`src/rtl/seq_mul_ctrl.sv`:
```
// -----------------------------------------------------------------------------
// seq_mul_ctrl
//   Multi-cycle 32x32 -> 64-bit multiplier, signed or unsigned. It reuses one
//   32-bit ripple-carry adder (adder_32) over a fixed 36-cycle schedule:
//     IDLE -> ABS_A -> ABS_B -> ITER x32 -> NEG_LO -> NEG_HI -> DONE
//   The operands are turned into magnitudes, multiplied with shift-add, and the
//   product is negated when the operand signs differ.
//
// Ports
//   clk, rst_n            rising-edge clock, asynchronous active-low reset
//   in_valid / in_ready   operand handshake (in_ready high only in IDLE)
//   op_a, op_b, op_signed multiplicand, multiplier, two's-complement select
//   abort                 cancel the in-flight operation (ignored in IDLE)
//   out_valid / out_ready result handshake (out_valid high only in DONE)
//   result                64-bit product, stable while in DONE
//   busy                  high in every state except IDLE
// -----------------------------------------------------------------------------

// Team ripple-carry adder, one bit per stage.
module adder_32 (
    input  logic [31:0] a,
    input  logic [31:0] b,
    input  logic        cin,
    output logic [31:0] sum,
    output logic        cout
);
    always_comb begin : ripple
        logic c;
        sum = '0;
        c   = cin;
        for (int i = 0; i < 32; i++) begin
            sum[i] = a[i] ^ b[i] ^ c;
            c      = (a[i] & b[i]) | (c & (a[i] ^ b[i]));
        end
        cout = c;
    end
endmodule

module seq_mul_ctrl #(
    parameter int WIDTH = 32
) (
    input  logic               clk,
    input  logic               rst_n,
    input  logic               in_valid,
    output logic               in_ready,
    input  logic [WIDTH-1:0]   op_a,
    input  logic [WIDTH-1:0]   op_b,
    input  logic               op_signed,
    input  logic               abort,
    output logic               out_valid,
    input  logic               out_ready,
    output logic [2*WIDTH-1:0] result,
    output logic               busy
);
    // The schedule and the adder are both hard-wired to 32 bits.
    if (WIDTH != 32) begin : g_bad_width
        $error("seq_mul_ctrl: WIDTH must be 32");
    end

    typedef enum logic [2:0] {
        IDLE   = 3'd0,
        ABS_A  = 3'd1,
        ABS_B  = 3'd2,
        ITER   = 3'd3,
        NEG_LO = 3'd4,
        NEG_HI = 3'd5,
        DONE   = 3'd6
    } state_t;

    state_t             state_q, state_d;
    logic [WIDTH-1:0]   a_q, a_d;
    logic [WIDTH-1:0]   b_q, b_d;
    logic [2*WIDTH-1:0] p_q, p_d;
    logic [4:0]         cnt_q, cnt_d;
    logic               signed_q, signed_d;
    logic               neg_q, neg_d;
    logic               cflag_q, cflag_d;

    // Shared adder operand muxes.
    logic [WIDTH-1:0]   add_a, add_b, add_sum;
    logic               add_cin, add_cout;

    adder_32 u_adder (
        .a    (add_a),
        .b    (add_b),
        .cin  (add_cin),
        .sum  (add_sum),
        .cout (add_cout)
    );

    always_comb begin
        state_d  = state_q;
        a_d      = a_q;
        b_d      = b_q;
        p_d      = p_q;
        cnt_d    = cnt_q;
        signed_d = signed_q;
        neg_d    = neg_q;
        cflag_d  = cflag_q;
        add_a    = '0;
        add_b    = '0;
        add_cin  = 1'b0;

        case (state_q)
            IDLE: begin
                // Operands are only looked at on the accept edge, so X on
                // them at other times never reaches the registers.
                if (in_valid) begin
                    a_d      = op_a;
                    b_d      = op_b;
                    signed_d = op_signed;
                    state_d  = ABS_A;
                end
            end
            ABS_A: begin
                add_a   = ~a_q;
                add_cin = 1'b1;
                if (signed_q && a_q[WIDTH-1]) a_d = add_sum;
                neg_d   = signed_q & (a_q[WIDTH-1] ^ b_q[WIDTH-1]);
                state_d = ABS_B;
            end
            ABS_B: begin
                add_a   = ~b_q;
                add_cin = 1'b1;
                if (signed_q && b_q[WIDTH-1]) b_d = add_sum;
                p_d     = {{WIDTH{1'b0}}, (signed_q && b_q[WIDTH-1]) ? add_sum : b_q};
                cnt_d   = 5'd31;
                state_d = ITER;
            end
            ITER: begin
                // Shift-add step; the adder carry becomes the new top bit.
                add_a = p_q[2*WIDTH-1:WIDTH];
                add_b = a_q;
                if (p_q[0]) p_d = {add_cout, add_sum, p_q[WIDTH-1:1]};
                else        p_d = {1'b0, p_q[2*WIDTH-1:1]};
                cnt_d = cnt_q - 5'd1;
                if (cnt_q == 5'd0) state_d = NEG_LO;
            end
            NEG_LO: begin
                // 64-bit negate split in halves; cflag carries the +1 upward.
                add_a   = ~p_q[WIDTH-1:0];
                add_cin = 1'b1;
                if (neg_q) begin
                    p_d[WIDTH-1:0] = add_sum;
                    cflag_d        = add_cout;
                end else begin
                    cflag_d        = 1'b0;
                end
                state_d = NEG_HI;
            end
            NEG_HI: begin
                add_a   = ~p_q[2*WIDTH-1:WIDTH];
                add_cin = cflag_q;
                if (neg_q) p_d[2*WIDTH-1:WIDTH] = add_sum;
                state_d = DONE;
            end
            DONE: begin
                if (out_ready) state_d = IDLE;
            end
            default: state_d = IDLE;
        endcase

        // Abort wins over every transition except in IDLE, where it is ignored.
        if (abort && state_q != IDLE) state_d = IDLE;
    end

    always_ff @(posedge clk or negedge rst_n) begin
        if (!rst_n) begin
            state_q  <= IDLE;
            a_q      <= '0;
            b_q      <= '0;
            p_q      <= '0;
            cnt_q    <= '0;
            signed_q <= 1'b0;
            neg_q    <= 1'b0;
            cflag_q  <= 1'b0;
        end else begin
            state_q  <= state_d;
            a_q      <= a_d;
            b_q      <= b_d;
            p_q      <= p_d;
            cnt_q    <= cnt_d;
            signed_q <= signed_d;
            neg_q    <= neg_d;
            cflag_q  <= cflag_d;
        end
    end

    assign in_ready  = (state_q == IDLE);
    assign busy      = (state_q != IDLE);
    assign out_valid = (state_q == DONE);
    assign result    = p_q;

endmodule

```
`config.mk`:
```
export PLATFORM = sky130hd
export DESIGN_NAME = seq_mul_ctrl
export DESIGN_NICKNAME = d
export VERILOG_FILES = /design/src/rtl/seq_mul_ctrl.sv
export SDC_FILE = /design/constraint.sdc
export NUM_CORES = 1
export LEC_CHECK = 0
export CAP_MARGIN = 5
export CORE_MARGIN = 2
export CORE_UTILIZATION = 55
export DETAILED_ROUTE_END_ITERATION = 6
export PLACE_DENSITY = 0.81
export SYNTH_ARGS = -nofsm -noshare
export SYNTH_HDL_FRONTEND = slang
export SYNTH_SLANG_ARGS = --single-unit
```
`constraint.sdc`:
```
create_clock -name clk -period 21.5 [get_ports clk]
set_input_delay 3.225 -clock clk [delete_from_list [all_inputs] [get_ports clk]]
set_output_delay 3.225 -clock clk [all_outputs]
set_load 0.01 [all_outputs]
```
cell_classes.png
The bar under the picture is 50 microns long.
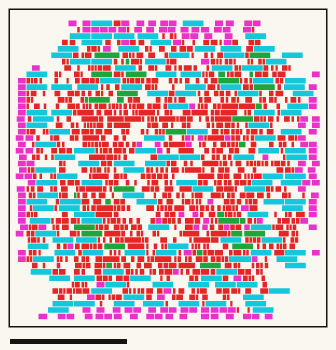
[cyan] flip-flops | cells: 139 | share of their area: 31%
[red] all other logic | cells: 892 | share of their area: 50%
[green] clock drivers and dummy loads | cells: 32 | share of their area: 5.1%
[magenta] other buffers and delay cells | cells: 158 | share of their area: 14%

port_nets.png
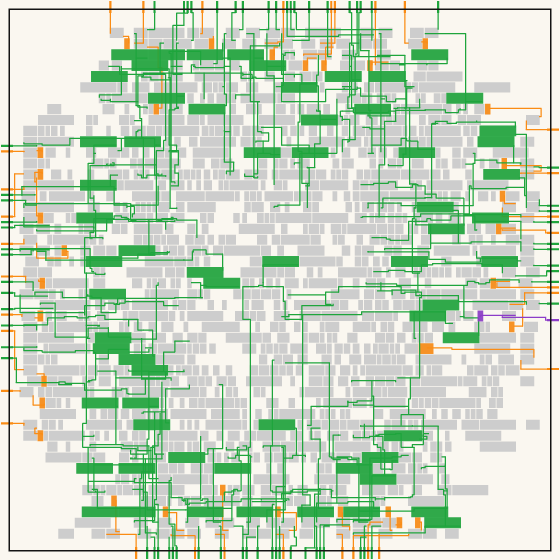
[purple] out_ready | direction: input | edge: right | end cells: 1 | buffers: 1 | wire: 21.5 microns
[green] result | direction: output | edge: 22 bottom, 19 top, 13 left, 10 right | end cells: 64 | buffers: 65 | wire: 4700 microns
[orange] op_b | direction: input | edge: 9 left, 8 bottom, 8 top, 7 right | end cells: 32 | buffers: 32 | wire: 508 microns

wire_density.png
The bar under the picture is 50 microns long. 27 x 27 tiles, from dark purple (low) to yellow (high), scaled to the fullest tile. Values are wire area over tile area, all layers added.
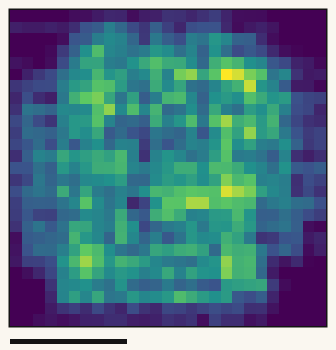
tiles over half the peak: 28%
densest ninth of the die: centre
fullest tile: 0.76
nearly empty tiles: 9.1%
mean over tiles: 0.27
GRT Total Usage: 33.0%
WL/cell: 20.3 microns
via count: 9230
final wirelength: 29.3 mm

final_congestion.png
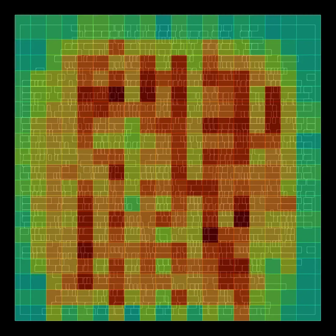
M2 GR Usage: 50.2%
final core utilization: 68.1%

==> impl_metrics.py <==
# Physical implementation metrics
metrics = {
    "final_timing": {
        "post-route-min-period_ns": 17.69,
        "setup_ws_ns": 3.81,
        "rsz0062_at_grt": "no",
    },
    "synth": {
        "yosys_cells": 1131,
        "synthCells": 1131,
        "edf_count": 0,
        "flop_cell": "dfrtp_1",
        "yosysTopAreaCell": "dfrtp_1",
    },
    "layout": {
        "fin_nets": 1315,
        "clkCellAreaFrac_pct": 4.95,
        "clock_buffers": 19,
        "final_cells": 1441,
    },
    "global_routing": {
        "top_usage_layer": "met2",
        "grt_max_degree": 81,
    },
    "power": {
        "pg_seq_mw": 0.566,
        "p_leak_nw": 4.22,
    },
    "status": {
        "outcome": "complete, no violations",
    },
    "detailed_routing": {
        "met1Wirelength_mm": 12.2,
    },
    "clock_network": {
        "cts_setup_buffers": 0,
        "postCtsHoldBufs": 0,
        "cts_max_level": 4,
        "cts_buffer_depth": 2,
        "path_clk_slew_ns": 0.06,
    },
    "worst_setup_path": {
        "cp_slowest_cell": "dfrtp_2",
        "reg2reg_slack_ns": 3.81,
        "worstPathMaxFanout": 54,
    },
}
Power and IR drop assume default switching activity.
